Fig. 1: run 1, metal layers overlaid
Bar = 20 um.
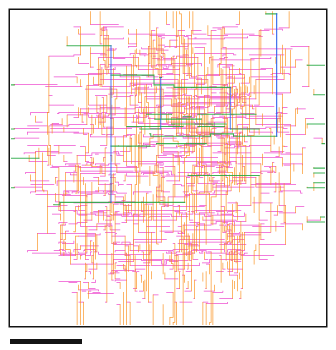
Fig. 2: run 1, sequential cells colored by netlist name
Bar = 20 um.
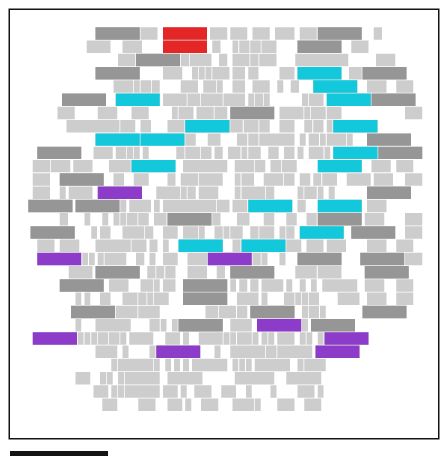
Fig. 3: run 1, cells colored by class
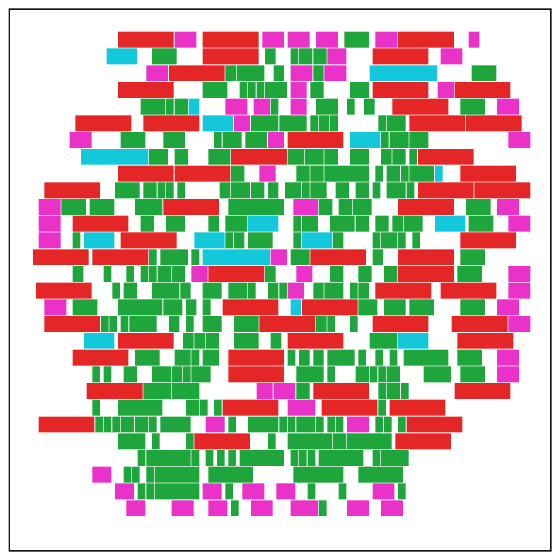
Fig. 4: run 1, routing congestion
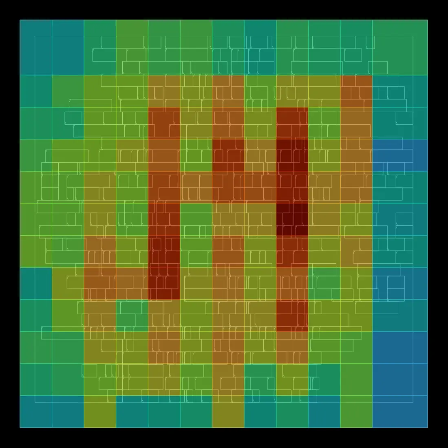
<file path="src/rtl/csa_stream_accumulator_pkg.sv">
// Shared types and elaboration-time helpers for the carry-save stream accumulator.
// Contents:
//   state_t    - accumulator FSM state encoding
//   max_beats  - largest beat count whose worst-case total still fits in acc_w bits
//   clog2      - ceiling log2 for sizing counters
package csa_pkg;

  typedef enum logic [1:0] {
    IDLE    = 2'd0,
    ACCUM   = 2'd1,
    RESOLVE = 2'd2,
    HOLD    = 2'd3
  } state_t;

  // Worst-case beat contributes 3*(2^width-1) + 1 (the carry-in).
  function automatic int max_beats(input int width, input int acc_w);
    return ((1 << acc_w) - 1) / (3 * ((1 << width) - 1) + 1);
  endfunction

  function automatic int clog2(input int value);
    int r;
    r = 0;
    while ((1 << r) < value) r++;
    return r;
  endfunction

endpackage

</file>
<file path="src/rtl/csa_stream_accumulator_if.sv">
// Beat input and result output bundle of the carry-save stream accumulator.
// Ports (master = producer/consumer side, slave = accumulator):
//   in_valid/in_ready, in_a/in_b/in_c (WIDTH), in_cin, in_last  - beat channel
//   out_valid/out_ready, out_sum (ACC_W), out_ovf, out_count    - result channel
interface csa_stream_accumulator_if #(
  parameter int WIDTH     = 4,
  parameter int ACC_EXTRA = 4,
  parameter int CNT_W     = 16
);
  localparam int ACC_W = WIDTH + ACC_EXTRA;

  logic             in_valid;
  logic             in_ready;
  logic [WIDTH-1:0] in_a;
  logic [WIDTH-1:0] in_b;
  logic [WIDTH-1:0] in_c;
  logic             in_cin;
  logic             in_last;
  logic             out_valid;
  logic             out_ready;
  logic [ACC_W-1:0] out_sum;
  logic             out_ovf;
  logic [CNT_W-1:0] out_count;

  modport master (
    output in_valid, in_a, in_b, in_c, in_cin, in_last, out_ready,
    input  in_ready, out_valid, out_sum, out_ovf, out_count
  );

  modport slave (
    input  in_valid, in_a, in_b, in_c, in_cin, in_last, out_ready,
    output in_ready, out_valid, out_sum, out_ovf, out_count
  );

endinterface

</file>
<file path="src/rtl/csa_stream_accumulator_row.sv">
// Bitwise 3:2 compressor row. The carry vector is returned unshifted; the
// caller applies the weight-2 shift.
// Ports:
//   x, y, z (W) - three addend vectors
//   s (W)       - bitwise sum x^y^z
//   c (W)       - bitwise majority (carry, same bit position)
module csa_row #(
  parameter int W = 8
) (
  input  logic [W-1:0] x,
  input  logic [W-1:0] y,
  input  logic [W-1:0] z,
  output logic [W-1:0] s,
  output logic [W-1:0] c
);

  assign s = x ^ y ^ z;
  assign c = (x & y) | (x & z) | (y & z);

endmodule

</file>
<file path="src/rtl/csa_stream_accumulator.sv">
// Streaming three-operand accumulator with a carry-save running total.
// Each accepted beat is folded into (acc_s, acc_c) through three compressor
// rows; the beat flagged last triggers one carry-propagate add, and the
// resolved total is held on the result channel until consumed.
// Ports:
//   clk   - rising-edge clock
//   rst_n - asynchronous active-low reset
//   bus   - csa_stream_accumulator_if.slave (beat in, result out)
//
// state   | meaning
// --------+---------------------------------------------------------
// IDLE    | no accumulation open; next beat starts from a zero total
// ACCUM   | accumulation open; beats fold into acc_s/acc_c
// RESOLVE | last beat taken; one-cycle CPA into the result register
// HOLD    | result offered; waits for out_ready
module csa_stream_accumulator
  import csa_pkg::*;
#(
  parameter int WIDTH     = 4,
  parameter int ACC_EXTRA = 4,
  parameter int CNT_W     = 16
) (
  input  logic                     clk,
  input  logic                     rst_n,
  csa_stream_accumulator_if.slave  bus
);

  localparam int               ACC_W       = WIDTH + ACC_EXTRA;
  localparam logic [CNT_W-1:0] MAX_BEATS_C = CNT_W'(max_beats(WIDTH, ACC_W));
  localparam logic [CNT_W-1:0] CNT_SAT     = '1;

  state_t state_q, state_d;
  logic   in_ready, out_valid, beat;

  logic [ACC_W-1:0] acc_s_q, acc_c_q;
  logic [CNT_W-1:0] count_q;
  logic [ACC_W-1:0] out_sum_q;
  logic             out_ovf_q;
  logic [CNT_W-1:0] out_count_q;

  logic [ACC_W-1:0] op_a, op_b, op_c, base_s, base_c;
  logic [ACC_W-1:0] s1, c1, s2, c2, s3, c3, next_c;
  logic [CNT_W-1:0] base_cnt;

  // FSM
  always_ff @(posedge clk or negedge rst_n) begin
    if (!rst_n) state_q <= IDLE;
    else        state_q <= state_d;
  end

  always_comb begin
    state_d   = state_q;
    in_ready  = 1'b0;
    out_valid = 1'b0;
    case (state_q)
      IDLE: begin
        in_ready = 1'b1;
        if (bus.in_valid) state_d = bus.in_last ? RESOLVE : ACCUM;
      end
      ACCUM: begin
        in_ready = 1'b1;
        if (bus.in_valid && bus.in_last) state_d = RESOLVE;
      end
      RESOLVE: state_d = HOLD;
      HOLD: begin
        out_valid = 1'b1;
        if (bus.out_ready) state_d = IDLE;
      end
      default: state_d = IDLE;
    endcase
    // state_q is already IDLE during reset; keep the input closed as well
    in_ready = in_ready & rst_n;
  end

  assign beat = bus.in_valid && in_ready;

  // Carry-save datapath; the opening beat of an accumulation sees a zero total
  assign op_a     = {{ACC_EXTRA{1'b0}}, bus.in_a};
  assign op_b     = {{ACC_EXTRA{1'b0}}, bus.in_b};
  assign op_c     = {{ACC_EXTRA{1'b0}}, bus.in_c};
  assign base_s   = (state_q == IDLE) ? '0 : acc_s_q;
  assign base_c   = (state_q == IDLE) ? '0 : acc_c_q;
  assign base_cnt = (state_q == IDLE) ? '0 : count_q;

  csa_row #(.W(ACC_W)) u_row1 (.x(op_a), .y(op_b),      .z(op_c),   .s(s1), .c(c1));
  csa_row #(.W(ACC_W)) u_row2 (.x(s1),   .y(c1 << 1),   .z(base_s), .s(s2), .c(c2));
  csa_row #(.W(ACC_W)) u_row3 (.x(s2),   .y(c2 << 1),   .z(base_c), .s(s3), .c(c3));

  // Bit 0 of the shifted carry is always empty, so carry-in drops straight in
  assign next_c = (c3 << 1) | {{(ACC_W-1){1'b0}}, bus.in_cin};

  always_ff @(posedge clk or negedge rst_n) begin
    if (!rst_n) begin
      acc_s_q     <= '0;
      acc_c_q     <= '0;
      count_q     <= '0;
      out_sum_q   <= '0;
      out_ovf_q   <= 1'b0;
      out_count_q <= '0;
    end else if (beat) begin
      acc_s_q <= s3;
      acc_c_q <= next_c;
      count_q <= (base_cnt == CNT_SAT) ? base_cnt : base_cnt + 1'b1;
    end else if (state_q == RESOLVE) begin
      out_sum_q   <= acc_s_q + acc_c_q;
      out_ovf_q   <= (count_q > MAX_BEATS_C);
      out_count_q <= count_q;
    end
  end

  assign bus.in_ready  = in_ready;
  assign bus.out_valid = out_valid;
  assign bus.out_sum   = out_sum_q;
  assign bus.out_ovf   = out_ovf_q;
  assign bus.out_count = out_count_q;

endmodule

</file>
<file path="src/flat_wrapper.sv">
// flat-port wrapper written by rule: the top's interface ports become plain ports
module csa_stream_accumulator_flat import csa_pkg::*;
#(
  parameter int WIDTH     = 4,
  parameter int ACC_EXTRA = 4,
  parameter int CNT_W     = 16
)
  (clk, rst_n, bus_in_valid, bus_in_a, bus_in_b, bus_in_c, bus_in_cin, bus_in_last, bus_out_ready, bus_in_ready, bus_out_valid, bus_out_sum, bus_out_ovf, bus_out_count);
  csa_stream_accumulator_if #(.WIDTH(WIDTH), .ACC_EXTRA(ACC_EXTRA), .CNT_W(CNT_W)) bus_i ();
  input  logic clk;
  input  logic rst_n;
  input wire logic [$bits(bus_i.in_valid)-1:0] bus_in_valid;
  input wire logic [$bits(bus_i.in_a)-1:0] bus_in_a;
  input wire logic [$bits(bus_i.in_b)-1:0] bus_in_b;
  input wire logic [$bits(bus_i.in_c)-1:0] bus_in_c;
  input wire logic [$bits(bus_i.in_cin)-1:0] bus_in_cin;
  input wire logic [$bits(bus_i.in_last)-1:0] bus_in_last;
  input wire logic [$bits(bus_i.out_ready)-1:0] bus_out_ready;
  output wire logic [$bits(bus_i.in_ready)-1:0] bus_in_ready;
  output wire logic [$bits(bus_i.out_valid)-1:0] bus_out_valid;
  output wire logic [$bits(bus_i.out_sum)-1:0] bus_out_sum;
  output wire logic [$bits(bus_i.out_ovf)-1:0] bus_out_ovf;
  output wire logic [$bits(bus_i.out_count)-1:0] bus_out_count;
  assign bus_i.in_valid = bus_in_valid;
  assign bus_i.in_a = bus_in_a;
  assign bus_i.in_b = bus_in_b;
  assign bus_i.in_c = bus_in_c;
  assign bus_i.in_cin = bus_in_cin;
  assign bus_i.in_last = bus_in_last;
  assign bus_i.out_ready = bus_out_ready;
  assign bus_in_ready = bus_i.in_ready;
  assign bus_out_valid = bus_i.out_valid;
  assign bus_out_sum = bus_i.out_sum;
  assign bus_out_ovf = bus_i.out_ovf;
  assign bus_out_count = bus_i.out_count;
  csa_stream_accumulator #(.WIDTH(WIDTH), .ACC_EXTRA(ACC_EXTRA), .CNT_W(CNT_W)) u_core (.clk(clk), .rst_n(rst_n), .bus(bus_i));
endmodule
</file>
<file path="config.mk">
export PLATFORM = sky130hd
export DESIGN_NAME = csa_stream_accumulator_flat
export DESIGN_NICKNAME = d
export VERILOG_FILES = /design/src/rtl/csa_stream_accumulator_pkg.sv /design/src/rtl/csa_stream_accumulator_if.sv /design/src/rtl/csa_stream_accumulator_row.sv /design/src/rtl/csa_stream_accumulator.sv /design/src/flat_wrapper.sv
export SDC_FILE = /design/constraint.sdc
export NUM_CORES = 1
export LEC_CHECK = 0
export CAP_MARGIN = 25
export CORE_MARGIN = 3
export CORE_UTILIZATION = 50
export CTS_CLUSTER_DIAMETER = 80
export DETAILED_ROUTE_END_ITERATION = 7
export PLACE_DENSITY = 0.77
export SETUP_SLACK_MARGIN = 0.2
export SLEW_MARGIN = 20
export SYNTH_ARGS = -nofsm -noshare
export SYNTH_HDL_FRONTEND = slang
export SYNTH_SLANG_ARGS = --single-unit
</file>
<file path="constraint.sdc">
create_clock -name clk -period 2.5 [get_ports clk]
set_input_delay 0.5 -clock clk [delete_from_list [all_inputs] [get_ports clk]]
set_output_delay 0.5 -clock clk [all_outputs]
set_load 0.02 [all_outputs]
</file>
==> results_slide.txt, run 1 <==
Key Metrics from the Run

Layout
  – Inserted Diodes: 0
  – Area growth from synthesis to layout: 26.0%
  – Fillers: 508
  – Share of cells above drive strength 1: 17.2%
  – Post-layout nets: 431

Clocking
  – CTS buffer count: 9
  – H-Tree Level Count: 3
  – TritonCTS clock tree: done
  – Max Root-Sink Buffers: 2
  – Clock latency at the later pin of the worst-skew pair: around 0.34 ns
  – Clk sinks: 59
  – CTS Root Cell: clkbuf_8

Floorplanning
  – # IOs: 45
  – Die extent in x: 87.8 um
  – Die height: 87.8 um
  – Core Area: 6420 um^2
  – Row Count: 29

Global routing
  – Grt ovf: 0
  – Vias in the first global route: roughly 2.4k
  – First-pass GRT wire length: 11.7 mm
  – Antenna violations before repair: 0
  – Largest net degree at the start of global routing: 52

STA
  – Fin Setup TNS: 0 ns
  – Max Freq: 455 MHz
  – Actual slew at the worst max-slew pin: 0.628 ns
  – Clock skew: 0.00576 ns
  – Finish-stage setup viols: 0
  – Max-slew violations: 0
  – RSZ-0062 raised after global routing: true
  – Worst slew margin: around three fifths
  – Final period util: 87.9%
  – Worst hold slack: 0.0206 ns
  – Hold Violations, Final: 0

Yosys
  – Post-synth ARST share: 100%
  – Mean Syn Cell Area: 10.2 um^2
  – Commonest cells in the netlist: 61 x nand2_1, 59 x dfrtp_1, 24 x inv_1
  – Yosys reg bits: 59
  – Cell Type Count: 42
  – Cells after synthesis: 328
  – Synth top area share: 44.1%
  – Number of cells in Yosys stat: between 300 and 400
  – Sequential share of the synthesized area: 44.1%
  – Synth Cell Area: 3340 um^2
  – Most used flip-flop cell: dfrtp_1
  – Synth warn: 0
  – Area contributors post-synth: dfrtp_1 44%, fa_1 7.8%, mux2_2 7.7%
  – Yosys Chip Area: 3340 um^2
  – Most frequent cell after synthesis: nand2_1
  – Post-synth EDFFs: 0

Power
  – Worst VDD drop: 587 uV
  – Switching pwr: 0.00172 W
  – Reg power frac: between 30% and 40%
  – P_int: 0.00299 W
  – Switching Share: between 30% and 40%
  – Pwr Density: 1120 nW/um^2

Route
  – Detailed Route Iter0 Violations: between 100 and 150
  – Total Wirelength: 6.76 mm
  – Vias: 2498
  – First-pass iteration count of the detailed router: 4
  – DR DRC count: 0
  – Antenna viol nets, final: 0
  – Via density: 5.36

Placed design
  – HPWL after DPL: 4.92 mm
  – Global placer's final weighted congestion: 0.845
  – Input/output buffers: 44

Setup path
  – Worst setup startpoint: u_core.state_q[1]
  – Critical path, cell by cell: inv_1, ha_4, buf_6, nand3b_4, or2_4, or4_4, and3_4, nor3_2
  – Delay-heaviest family, CP: simple AND/OR/NAND/NOR gates
  – WP data required: 2.76 ns
  – Slowest-stage cell, CP: or4_4
  – Slowest Stage Delay on Critical Path: around 0.54 ns
  – Buf/Inv on CP: 2
  – Worst R2R Start: u_core.state_q[1]

Run status
  – Status: complete, no violations

Min path
  – Worst Hold Class: input pin to async pin

Run
  – Maxcap violations: 0
Back to the opening pictures, Fig. 1:
metal 3: drawn in green, wire length 303 um. metal 2: drawn in orange, wire length 3290 um. metal 1: drawn in magenta, wire length 3060 um. metal 4: drawn in blue, wire length 103 um.

Back to the opening pictures, Fig. 2:
u_core.acc_s_q: drawn in purple, flops 8. u_core.state_q: drawn in red, flops 2. u_core.count_q: drawn in cyan, flops 16.
Another 33 sequential cells are not colored.

Back to the opening pictures, Fig. 3:
combinational and other logic: drawn in green, cells 257, share of their area 45%. clock drivers and dummy loads: drawn in cyan, cells 16, share of their area 5.9%. flops: drawn in red, cells 59, share of their area 36%. other buffers and delay cells: drawn in magenta, cells 57, share of their area 13%.

Back to the opening pictures, Fig. 4:
routed len/inst: 14.5 um
met2 Use GR: 30.2%
Tot GR Track Use: 19.9%
GR Util met3: 4.99%
GR Util met1: 27.7%

run 1: cell type report:
type                       instances  area [um^2]  area share, %
clock inverter                     5          100           2.38
multi-input combinational        233         1780           42.2
clock buffer                      11          141           3.36
tap                               77         96.3           2.29
sequential                        59         1480           35.0
timing repair buffer              57          532           12.6
inverter                          24         90.1           2.14
run 1: through the flow:
step / total power (W) / setup slack [ns] / std cells / cell area, um^2 / util (%)
after floorplan: 0.00294 / 0.200 / 328 / 3380 / -
after global placement: 0.00353 / -0.242 / 447 / 3920 / 61.1
after detailed placement: 0.00361 / -0.272 / 447 / 3920 / 61.1
after CTS: 0.00473 / 0.203 / 466 / 4190 / 65.2
after global routing: 0.00507 / 0.201 / 466 / 4210 / 65.6
final: 0.00470 / 0.302 / 466 / 4210 / 65.6
run 1: what timing repair did:
item,CTS,global route
pin swaps,12,4
gates cloned,0,0
resized,12,7
setup endpoints to repair,8,10
hold buffers,0,0
setup buffers,3,0
endpoints found under the hold margin,0,0
run 1: sequential cells by signal, summed over array words and instances (netlist names):
signal / count
u_core.bus.out_count: 16
u_core.acc_s_q: 8
u_core.state_q: 2
u_core.acc_c_q: 8
u_core.bus.out_ovf: 1
u_core.bus.out_sum: 8
u_core.count_q: 16
run 1: power groups by stage:
stage	Sequential, W	Clock, W	Combinational, W
global placement	0.00152	0	0.00201
global route	0.00155	0.00111	0.00241
floorplan	0.00160	0	0.00134
detailed placement	0.00152	0	0.00209
finish	0.00151	0.00105	0.00215
CTS	0.00150	0.00107	0.00215
run 1: metal layers:
layer	global-route usage, %	routed length (um)
met5	0	0
met4	7.39	103
met3	4.99	302
met2	30.2	3290
met1	27.7	3060
run 1: cell usage in the layout (no fill, tap or decap), types with 3 or more instances in the layout:
cell type / Yosys / final
a211oi_1: 3 / 3
a21oi_1: 14 / 14
a31oi_1: 3 / 3
buf_4: 0 / 12
bufinv_16: 0 / 3
clkbuf_8: 0 / 10
clkdlybuf4s50_1: 0 / 33
dfrtp_1: 59 / 59
dlygate4sd2_1: 0 / 8
fa_1: 13 / 12
ha_1: 16 / 15
inv_1: 24 / 21
inv_2: 0 / 3
mux2_2: 23 / 23
mux2i_1: 3 / 3
nand2_1: 61 / 61
nand3_1: 8 / 7
nand4_1: 5 / 5
nor2_1: 14 / 13
nor2b_1: 15 / 15
nor4_1: 5 / 5
o21ai_0: 6 / 6
xnor2_1: 8 / 8
xor2_1: 7 / 7
run 1: logic make-up after synthesis:
family | Yosys count | share of synthesized area, %
AND/OR/NAND/NOR | 128 | 18.9
flip-flops | 59 | 44.1
buffers and inverters | 36 | 4.12
AND-OR/OR-AND | 35 | 6.47
adder cells (fa/ha/maj) | 29 | 13.8
multiplexers | 26 | 8.64
XOR/XNOR | 15 | 3.93
run 1: path summary, 6_finish.rpt:
| path | endpoint | cells past startpoint |
|---|---|---|
| max reg2reg | u_core.count_q[3] | 8 |
| min in group clk | u_core.bus.out_sum[0] | 1 |
| min reg2reg | u_core.bus.out_sum[0] | 1 |
| max in group asynchronous | u_core.bus.out_count[1] | 2 |
| max | u_core.count_q[3] | 8 |
| min | u_core.state_q[1] | 1 |
Fig. 5: run 1, wire density map
Bar = 20 um. 18 x 18 tiles, from dark blue (low) to red (high), scaled to the fullest tile. Values are wire area over tile area, all layers added.
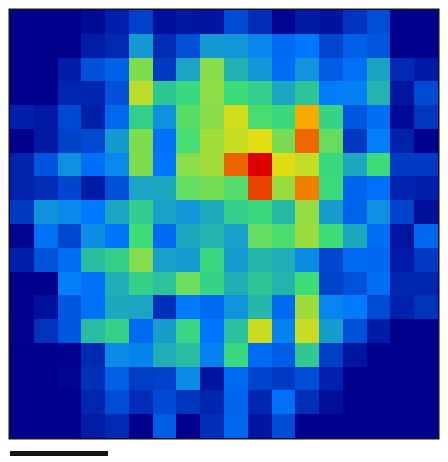

## Run 2: what changed since run 1
--- a/config.mk
+++ b/config.mk
@@ -6,7 +6,7 @@
 export NUM_CORES = 1
 export LEC_CHECK = 0
 export CAP_MARGIN = 25
-export CORE_MARGIN = 3
+export CORE_MARGIN = 4
 export CORE_UTILIZATION = 50
 export CTS_CLUSTER_DIAMETER = 80
 export DETAILED_ROUTE_END_ITERATION = 7
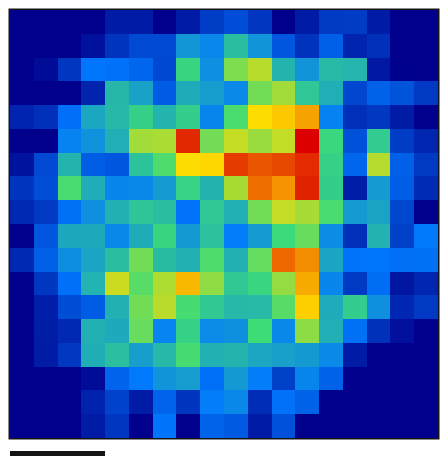
Fig. 6. Wire density map (run 2).
Bar = 20 um. 18 x 18 tiles, from dark blue (low) to red (high), scaled to the fullest tile. Values are wire area over tile area, all layers added.
17% of the tiles are over half the peak. 18% of the tiles are nearly empty. The densest ninth of the die: center.

==> results_slide.txt, run 2 <==
Key Metrics from the Run

Layout
  – Final Util: between 60 and 70%
  – Non-Filler Instances: 465
  – Post-layout nets: approximately 430
  – Share of cells above drive strength 1: between 10% and 20%
  – Most frequent logic cell in the layout: nand2_1
  – Area growth from synthesis to layout: 24.0%
  – Most frequent cells in the layout: 61 x nand2_1, 59 x dfrtp_1, 33 x clkdlybuf4s50_1, 23 x inv_1, 23 x mux2_2
  – Fin area: between 4000 and 5000 um^2
  – Inserted Diodes: 0

Yosys
  – Commonest cells in the netlist: 61 x nand2_1, 59 x dfrtp_1, 24 x inv_1
  – Yosys reg bits: 59
  – Cell Type Count: 42
  – Area contributors post-synth: dfrtp_1 44%, fa_1 7.8%, mux2_2 7.7%
  – Post-synth ARST share: 100%
  – Most used flip-flop cell: dfrtp_1
  – Sequential share of the synthesized area: 44.1%
  – Cells after synthesis: 328
  – Most frequent cell after synthesis: nand2_1
  – Yosys Chip Area: 3340 um^2
  – Synth warn: 0
  – Synth Cell Area: 3340 um^2
  – Number of cells in Yosys stat: 328
  – Post-synth EDFFs: 0

STA
  – Max Freq: 451 MHz
  – RSZ-0062 raised after global routing: false
  – Clock skew: 0.00873 ns
  – Finish-stage setup viols: 0
  – Hold Violations, Final: 0
  – Actual slew at the worst max-slew pin: just over 0.6 ns
  – Max-slew violations: 0

Floorplanning
  – Row Count: 29
  – Core Area: 6420 um^2
  – Die height: 89.8 um
  – Die extent in x: 89.8 um
  – # IOs: 45

Route
  – DR DRC count: 0
  – First-pass iteration count of the detailed router: 4
  – Routed len/inst: 14.6 um
  – Via density: 5.33
  – Total Wirelength: 6.81 mm
  – Vias: between 2k and 2.5k
  – Detailed Route Iter0 Violations: 160

Power
  – Pwr Density: 1100 nW/um^2
  – P_int: between 0.002 and 0.003 W
  – Switching Share: 37.5%
  – Total Power: 0.00455 W
  – Switching pwr: 0.00171 W
  – Worst VDD drop: 611 uV

Global routing
  – GR Util met3: 4.26%
  – Vias in the first global route: 2480
  – Grt ovf: 0
  – Busiest grt layer: met2
  – Met2 Use GR: 28.6%
  – Largest net degree at the start of global routing: 49
  – Antenna violations before repair: 0

Clocking
  – Clk sinks: 59
  – CTS Root Cell: clkbuf_8
  – CTS Hold Bufs: 0
  – Clock latency at the later pin of the worst-skew pair: 0.34 ns

Setup path
  – Slowest Stage Delay on Critical Path: 0.40 ns
  – WP data required: 2.00 ns
  – FF-to-FF End: u_core.count_q[3]
  – Worst R2R Path Depth: 7

Placed design
  – Placed insts: 448
  – Placed Area: 3930 um^2
  – Input/output buffers: 44
  – Global placer's final weighted congestion: 0.867

Run status
  – Status: complete, no violations

Min path
  – Worst Hold Class: input pin to async pin
## run 2: netlist changes by cell type in the layout (fill, tap and decap cells not counted), moves of 2 or more
cell / delta
dlymetal6s2s_1: -2
inv_1: +2
dlygate4sd2_1: +2
inv_2: -2
## run 2: layout make-up
| class | instances | area, um^2 |
|---|---|---|
| Clock inverter | 5 | 78.8 |
| Sequential cell | 59 | 1480 |
| Inverter | 24 | 90.1 |
| Multi-Input combinational cell | 233 | 1760 |
| Tap cell | 77 | 96.3 |
| Fill cell | 488 | 2270 |
| Clock buffer | 10 | 128 |
| Timing Repair Buffer | 57 | 520 |
## run 2: critical path, delay by kind of cell, from the launching register on
kind | cells | cell delay, ns
buffers and inverters | 2 | 0.43
flip-flops | 1 | 0.40
AND/OR/NAND/NOR | 2 | 0.31
adder cells (fa/ha/maj) | 1 | 0.23
## run 2: kinds of logic after synthesis
group	share of synthesized area (%)
compound gates	6.47
simple gates	18.9
xor+xnor	3.93
flops	44.1
fa+ha+maj	13.8
mux	8.64
buf+inv	4.12
## run 2: through the flow
stage	setup WS [ns]	hold WS, ns
floorplan	0.200	0.204
global placement	-0.244	0.483
detailed placement	-0.275	0.492
CTS	0.240	0.122
global route	0.199	0.143
finish	0.284	0.133
## run 2: worst max path at each step
stage                      start           endpoint  slack [ns]  depth (start not counted)
6_report       u_core.state_q[1]       bus_in_ready        0.28                          5
5_1_grt        u_core.state_q[1]       bus_in_ready        0.20                          5
4_1_cts        u_core.state_q[1]       bus_in_ready        0.24                          5
3_5_place_dp         bus_in_a[1]  u_core.acc_s_q[1]       -0.28                          8
3_3_place_gp         bus_in_a[1]  u_core.acc_s_q[1]       -0.24                          8
2_1_floorplan  u_core.state_q[0]  u_core.acc_s_q[2]        0.20                         10
## run 2: power by group through the flow
stage	sequential (W)	clock, W	combinational [W]
after floorplan	0.00160	0	0.00134
after global placement	0.00152	0	0.00201
after detailed placement	0.00153	0	0.00208
after CTS	0.00152	0.000949	0.00211
after global routing	0.00156	0.000988	0.00234
final	0.00152	0.000926	0.00211
## run 2: metal layers
layer  routed length (um)  up-vias  share of wire (%)
met2                 3290       41                 48
met1                 3140     1217                 46
met3                  236       11                3.5
met5                    0        -                  0
li1                     -     1209                  -
met4                  145        0                2.1
## run 2: timing repair
| action | 4_1_cts | 5_1_grt |
|---|---|---|
| setup endpoints to repair | 7 | 2 |
| setup buffers | 0 | 2 |
| pin swaps | 13 | 0 |
| endpoints found under the hold margin | 0 | 0 |
| gates resized | 12 | 0 |
Power and IR drop assume default switching activity.
